===== config.mk =====
export PLATFORM = sky130hd
export DESIGN_NAME = watch_set_ctrl
export DESIGN_NICKNAME = d
export VERILOG_FILES = /design/src/rtl/watch_set_ctrl.sv
export SDC_FILE = /design/constraint.sdc
export NUM_CORES = 1
export LEC_CHECK = 0
export ABC_AREA = 1
export ABC_CLOCK_PERIOD_IN_PS = 1600
export CAP_MARGIN = 10
export CORE_AREA = 3 3 119 98
export CTS_CLUSTER_SIZE = 24
export DETAILED_ROUTE_END_ITERATION = 6
export DIE_AREA = 0 0 122 101
export GPL_ROUTABILITY_DRIVEN = 1
export MAX_ROUTING_LAYER = met4
export SETUP_SLACK_MARGIN = 0.15
export SYNTH_ARGS = -nofsm -noshare
export SYNTH_HDL_FRONTEND = slang
export SYNTH_SLANG_ARGS = --single-unit

===== constraint.sdc =====
create_clock -name clk -period 1.6 [get_ports clk]
set_clock_uncertainty 0.2 [all_clocks]
set_input_delay 0.16 -clock clk [delete_from_list [all_inputs] [get_ports clk]]
set_output_delay 0.16 -clock clk [all_outputs]
set_load 0.01 [all_outputs]

===== src/rtl/watch_set_ctrl.sv =====
// ---------------------------------------------------------------------------
// WatchSetCtrl (top: watch_set_ctrl)
//
// Time-setting sequencer for the watch datapath. While set mode is requested
// it snapshots the live watch time into shadow registers. The user then
// picks a field (hour/min/sec) and steps it up or down with modular wrap.
// Leaving set mode issues a one-cycle load of the edited time into the watch
// counters. A cancel pulse discards the edit instead. The block also drives
// a blink enable for the selected field's display digits.
//
// Ports
//   clk          system clock
//   reset        synchronous, active-high reset
//   i_set_watch  level, 1 = user requests set mode
//   i_cancel     one-cycle pulse, abandon edit without loading
//   i_btn_left   one-cycle pulse, move selection toward HOUR
//   i_btn_right  one-cycle pulse, move selection toward SEC
//   i_btn_up     one-cycle pulse, increment selected field
//   i_btn_down   one-cycle pulse, decrement selected field
//   i_hour       live watch hour   (0-23)
//   i_min        live watch minute (0-59)
//   i_sec        live watch second (0-59)
//   o_editing    1 while editing; datapath shows the shadow values
//   o_field      selected field: 0=SEC, 1=MIN, 2=HOUR
//   o_blink_on   1 = show selected field digits, 0 = blank them
//   o_load       one-cycle strobe: watch counters load o_hour/o_min/o_sec
//   o_hour       shadow hour
//   o_min        shadow minute
//   o_sec        shadow second
// ---------------------------------------------------------------------------
module watch_set_ctrl #(
  parameter int BLINK_HALF = 50_000_000
) (
  input  logic       clk,
  input  logic       reset,
  input  logic       i_set_watch,
  input  logic       i_cancel,
  input  logic       i_btn_left,
  input  logic       i_btn_right,
  input  logic       i_btn_up,
  input  logic       i_btn_down,
  input  logic [4:0] i_hour,
  input  logic [5:0] i_min,
  input  logic [5:0] i_sec,
  output logic       o_editing,
  output logic [1:0] o_field,
  output logic       o_blink_on,
  output logic       o_load,
  output logic [4:0] o_hour,
  output logic [5:0] o_min,
  output logic [5:0] o_sec
);

  // A blink half-period of one cycle still needs a one-bit counter.
  localparam int CW = (BLINK_HALF > 1) ? $clog2(BLINK_HALF) : 1;
  localparam logic [CW-1:0] BLINK_LAST = CW'(BLINK_HALF - 1);

  localparam logic [1:0] FIELD_SEC  = 2'd0;
  localparam logic [1:0] FIELD_MIN  = 2'd1;
  localparam logic [1:0] FIELD_HOUR = 2'd2;

  localparam logic [5:0] HOUR_MAX = 6'd23;
  localparam logic [5:0] MS_MAX   = 6'd59;

  typedef enum logic [1:0] {
    IDLE,
    CAPTURE,
    EDIT,
    COMMIT
  } state_t;

  state_t        state_q, state_d;
  logic [4:0]    hour_q, hour_d;
  logic [5:0]    min_q, min_d;
  logic [5:0]    sec_q, sec_d;
  logic [1:0]    field_q, field_d;
  logic          editing_q, editing_d;
  logic          load_q, load_d;
  logic          blinkOn_q, blinkOn_d;
  logic [CW-1:0] blinkCnt_q, blinkCnt_d;

  logic          upOnly;
  logic          downOnly;
  logic          leftOnly;
  logic          rightOnly;
  logic          btnAccepted;

  // Increment with wrap. Using >= means a captured out-of-range value also
  // wraps to zero on the next up press.
  function automatic logic [5:0] stepUp(input logic [5:0] v, input logic [5:0] maxV);
    return (v >= maxV) ? 6'd0 : v + 6'd1;
  endfunction

  // Decrement with wrap. Out-of-range values simply count down.
  function automatic logic [5:0] stepDown(input logic [5:0] v, input logic [5:0] maxV);
    return (v == 6'd0) ? maxV : v - 6'd1;
  endfunction

  // Opposing buttons pressed in the same cycle cancel each other out. Only a
  // lone press counts as accepted. An accepted press also restarts the blink
  // phase.
  always_comb begin
    upOnly      = i_btn_up & ~i_btn_down;
    downOnly    = i_btn_down & ~i_btn_up;
    leftOnly    = i_btn_left & ~i_btn_right;
    rightOnly   = i_btn_right & ~i_btn_left;
    btnAccepted = upOnly | downOnly | leftOnly | rightOnly;
  end

  // Next-state and next-output logic. All outputs are registered, so each
  // state computes the value the outputs take on in the following state.
  always_comb begin
    state_d    = state_q;
    hour_d     = hour_q;
    min_d      = min_q;
    sec_d      = sec_q;
    field_d    = field_q;
    editing_d  = 1'b0;
    load_d     = 1'b0;
    blinkOn_d  = 1'b1;
    blinkCnt_d = '0;

    unique case (state_q)
      IDLE: begin
        if (i_set_watch) begin
          state_d = CAPTURE;
        end
      end

      CAPTURE: begin
        hour_d    = i_hour;
        min_d     = i_min;
        sec_d     = i_sec;
        field_d   = FIELD_HOUR;
        editing_d = 1'b1;
        state_d   = EDIT;
      end

      EDIT: begin
        if (i_cancel) begin
          state_d = IDLE;
        end else if (!i_set_watch) begin
          // Buttons arriving on the exit cycle are dropped, so the load
          // carries exactly what the user saw.
          state_d = COMMIT;
          load_d  = 1'b1;
        end else begin
          editing_d = 1'b1;

          // The value change uses the field selected before any move in
          // this same cycle.
          if (upOnly) begin
            unique case (field_q)
              FIELD_HOUR: hour_d = 5'(stepUp({1'b0, hour_q}, HOUR_MAX));
              FIELD_MIN:  min_d  = stepUp(min_q, MS_MAX);
              FIELD_SEC:  sec_d  = stepUp(sec_q, MS_MAX);
              default:    ;
            endcase
          end else if (downOnly) begin
            unique case (field_q)
              FIELD_HOUR: hour_d = 5'(stepDown({1'b0, hour_q}, HOUR_MAX));
              FIELD_MIN:  min_d  = stepDown(min_q, MS_MAX);
              FIELD_SEC:  sec_d  = stepDown(sec_q, MS_MAX);
              default:    ;
            endcase
          end

          // Selection is circular: left wraps HOUR->SEC, right wraps SEC->HOUR.
          if (leftOnly) begin
            field_d = (field_q >= FIELD_HOUR) ? FIELD_SEC : field_q + 2'd1;
          end else if (rightOnly) begin
            field_d = (field_q == FIELD_SEC) ? FIELD_HOUR : field_q - 2'd1;
          end

          // Blink runs only while editing. A press shows the digits at once
          // and restarts the half-period.
          if (btnAccepted) begin
            blinkOn_d  = 1'b1;
            blinkCnt_d = '0;
          end else if (blinkCnt_q == BLINK_LAST) begin
            blinkOn_d  = ~blinkOn_q;
            blinkCnt_d = '0;
          end else begin
            blinkOn_d  = blinkOn_q;
            blinkCnt_d = blinkCnt_q + 1'b1;
          end
        end
      end

      COMMIT: begin
        state_d = IDLE;
      end

      default: begin
        state_d = IDLE;
      end
    endcase
  end

  // State and output registers. Reset wins over everything, so a reset
  // arriving mid-edit never lets a load through.
  always_ff @(posedge clk) begin
    if (reset) begin
      state_q    <= IDLE;
      hour_q     <= '0;
      min_q      <= '0;
      sec_q      <= '0;
      field_q    <= FIELD_HOUR;
      editing_q  <= 1'b0;
      load_q     <= 1'b0;
      blinkOn_q  <= 1'b1;
      blinkCnt_q <= '0;
    end else begin
      state_q    <= state_d;
      hour_q     <= hour_d;
      min_q      <= min_d;
      sec_q      <= sec_d;
      field_q    <= field_d;
      editing_q  <= editing_d;
      load_q     <= load_d;
      blinkOn_q  <= blinkOn_d;
      blinkCnt_q <= blinkCnt_d;
    end
  end

  assign o_editing  = editing_q;
  assign o_field    = field_q;
  assign o_blink_on = blinkOn_q;
  assign o_load     = load_q;
  assign o_hour     = hour_q;
  assign o_min      = min_q;
  assign o_sec      = sec_q;

endmodule


Fig. 1: zoomed window
The bar under the picture is 10 µm long. Region (48, 18) to (73, 43) µm. Cells in grey, sequential cells in the stronger grey; small squares are vias.
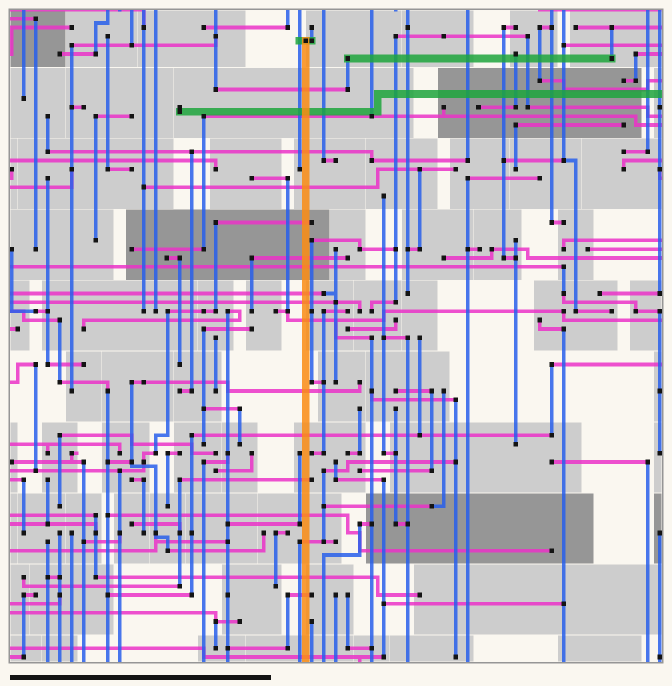
- M1: magenta
- M4: orange
- M3: green
- M2: blue
- cells with their middle in the window: 53
- sequential cells in the window: 3
- netlist names of flops here include: o_min (2), o_hour (1)
- most frequent: buf_4 (8), nand2_1 (6)

Fig. 2: cell outlines without signal wires
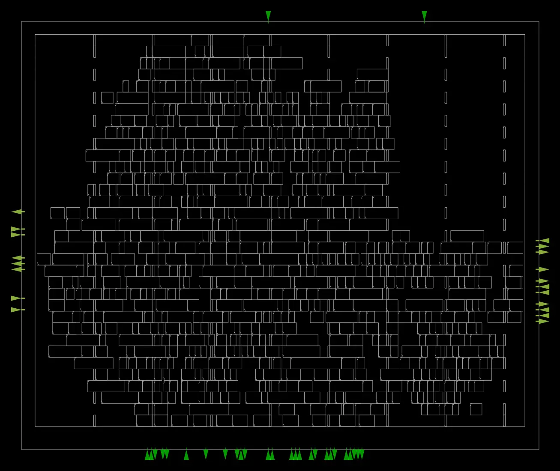
Rows: 34
tap cells: 144
Finished Layout Cells: 825

==> GITHUB_STEP_SUMMARY <==
### Yosys + OpenROAD results

| Metric | Value |
|---|---|
| Max-slew headroom | 0.781 |
| Final setup TNS | -2410 ps |
| Initial antenna violation count | 0 |
| Antenna Cells | 0 |
| Top FF cell, synth | dfxtp_1 |
| Detailed-route wire length | 11200 µm |
| Buf+Inv Stages, Crit Path | 4 |
| Most used cell, CP | buf_6 |
| Die height | 101 µm |
| Post-DRT Antenna Nets | 0 |
| Tool warning count | 42 |
| Chip Area, Yosys | 3540 µm² |
| Syn Inst Count | 548 |
| Final worst setup slack | -140 ps |
| Initial Util | 0.331 |
| CTS Buffer Depth | 2 |
| CP max-delay cell | dfxtp_2 |
| Die footprint | 12300 µm² |
| Slew Viols, Final | 0 |
| Fmax | 575 MHz |
| Critical Path AT | 1710 ps |
| Hold EP | blinkCnt_q[0]$_SDFF_PP0_ |
| Hold path cells | 1 |
| Mean Syn Cell Area | 6.45 µm² |
| Core area | 10700 µm² |
| First-pass GRT wire length | 17300 µm |
| Detailed Place HPWL | 7860 µm |
| Net Count, Synth | 594 |
| Yosys warns | 0 |
| CP Capture Type | flip-flop |
| Sink Count | 50 |
| Worst R2R Path Depth | 10 |
| Worst hold path class | flip-flop to flip-flop |
| Late-Pin Clk Latency | 290 ps |
| I/O pins | 47 |
| Seq cells post-synth | 50 |
| Worst-Margin Slew | 325 ps |
| Run status | finished, violations left |
| Overall routing resource usage | 0.177 |
| Crit path max fanout | 8 |
| P&R area growth vs syn | 61.8% |
| Worst Path Required | 1570 ps |
| Final worst path period need | 1740 ps |
| Final nets | 728 |
| Vias/cell | 4.87 |
| Setup WS pre-CTS | -755 ps |
| Fin. Hold Viols | 0 |
| Fillcell total | 997 |
| Crit start category | flip-flop |
| IO buf count | 46 |
| DRC | 0 |
| RSZ-0062 raised after global routing | yes |
| Cycle use final | 1.09 |
| Worst-path clk slew | 60 ps |
| Maxcap violations | 0 |
| Power Density | 918 nW/µm² |
| FF-to-FF End | o_min[2]$_SDFFE_PP0P_ |
| Top Layout Cells | 106 x nand2_1, 79 x buf_4, 53 x inv_1, 40 x nand3_1, 40 x nor2_1 |
| Slowest cell delay on critical path | 330 ps |
| CTS H-tree depth | 2 |
| Synth top area cells | dfxtp_1 28%, nand2_1 13%, ha_1 7.4%, nor2_1 7.1%, inv_1 7.0% |
| Async SR Flop Fraction | 0 |
| Count of flip-flops with a built-in enable after synthesis | 0 |
| Top cell area share | 0.283 |
| Ys cells | 548 |
| Die extent in x | 122 µm |
| Register area | 1070 µm² |
| Critical R2R Launch | state_q[0]$_SDFFE_PP0P_ |
| Synth Seq Share | 0.283 |
| Peak supply drop | 0.599 mV |
| Root Buffer Master | clkbuf_16 |
| Vias in the first global route | 3715 |
| Synthesized cell area | 3540 µm² |
| Endpoints failing setup | 36 |
| Top Family by Delay on Critical Path | AND-OR/OR-AND gates |
| Total CTS buffers | 5 |
| 1st-iter DRT viols | 295 |
| Logic area | 2720 µm² |
| Setup crit start | state_q[0]$_SDFFE_PP0P_ |
| Hold_sp | blinkCnt_q[0]$_SDFF_PP0_ |
| Crit path cell chain | inv_2 > ha_4 > nand3_4 > nor2_4 > buf_6 > buf_6 > a21oi_4 > inv_4 > o21ai_2 > a21oi_2 |
| Largest net degree at the start of global routing | 17 |
| Reg2reg setup slack | -140 ps |
| Vias | 4017 |
| Overflow after GRT | 0 |
| Yosys cell types | 39 |
| Failing checks | setup timing |
Fig. 3: selected gate families
The bar under the picture is 20 µm long.
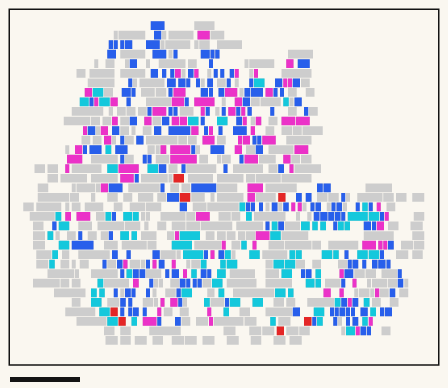
- and/or cells: red (cells 7)
- nand cells: blue (cells 193)
- nor cells: magenta (cells 90)
- aoi and oai cells: cyan (cells 81)
Top cell excl fill/tap: nand2_1
logic share of the area: 0.475

## kinds of logic after synthesis
kind of cell	count (synthesis)	share of synthesized area
compound gates	82	0.127
xor+xnor	16	0.0396
fa+ha+maj	21	0.0743
buf+inv	89	0.102
flops	50	0.283
simple gates	290	0.375
## registers in the layout, indices dropped and copies added, names as in the netlist
register / count
blinkCnt_q: 26
o_blink_on: 1
o_editing: 1
o_field: 2
o_hour: 5
o_load: 1
o_min: 6
o_sec: 6
state_q: 2
## stage by stage
stage                     hold WS (ps)  power, mW  cell area, µm²   util  std cells
after floorplan                   37.5       2.85            3650      -        548
after global placement             249       3.74            4820  0.451        800
after detailed placement           267       3.78            4820  0.451        800
after CTS                          243       5.08            5280  0.494        813
after global routing               268       5.62            5720  0.536        825
final                              255       5.26            5720  0.536        825
## area by class of cell
type | instances | share of cell area
multi-input cells | 409 | 0.475
repair buffers | 142 | 0.226
flip-flops and latches | 50 | 0.187
inverters | 74 | 0.0557
well taps | 144 | 0.0315
clock buffers | 6 | 0.0243
## cell usage after synthesis (2+ instances only)
| cell | number |
|---|---|
| clkbuf_1 | 9 |
| nor2_2 | 3 |
| o21ai_0 | 31 |
| nand2_2 | 3 |
| a21oi_1 | 38 |
| ha_1 | 21 |
| nor3_2 | 3 |
| or2_2 | 6 |
| inv_2 | 6 |
| nand2_1 | 126 |
| xnor2_1 | 3 |
| dfxtp_1 | 50 |
| nand3_1 | 45 |
| o21ai_2 | 2 |
| inv_1 | 66 |
| nand3b_1 | 5 |
| nor3b_1 | 2 |
| nand4_1 | 11 |
| buf_2 | 3 |
| a21oi_2 | 2 |
| nor2_4 | 2 |
| nor2_1 | 67 |
| buf_4 | 2 |
| nor3_1 | 11 |
| xor2_1 | 13 |
| o211ai_1 | 5 |
## what timing repair did
action / in CTS / in global routing
pin swaps: 24 / 35
hold buffers: 0 / 0
setup buffers: 6 / 12
gates cloned: 1 / 0
resized: 117 / 108
endpoints found under the setup margin: 71 / 50
## worst max-delay path by stage
stage                                endpoint  slack, ps  depth (start not counted)
floorplan              o_hour[4]$_SDFFE_PP0P_       -110                         11
global route           o_hour[4]$_SDFFE_PP0P_       -240                         10
CTS                    o_hour[4]$_SDFFE_PP0P_        -90                         10
global placement    blinkCnt_q[21]$_SDFF_PP0_       -730                         12
finish                  o_min[2]$_SDFFE_PP0P_       -140                         10
detailed placement  blinkCnt_q[11]$_SDFF_PP0_       -760                         10
## per-layer routing
metal	GRT usage	part of all wire
met1	0.245	0.48
met2	0.274	0.48
met3	0.0269	0.032
met4	0.0405	0.010
met5	-	0
## where the power goes
part | leakage (nW) | internal, mW | switching (mW)
clock network | 0.0688 | 0.606 | 0.451
registers | 0.425 | 1.41 | 0.219
logic | 1.99 | 1.23 | 1.34
total | 2.49 | 3.25 | 2.01
No activity file was given, so power comes from the tool's default toggle rates.
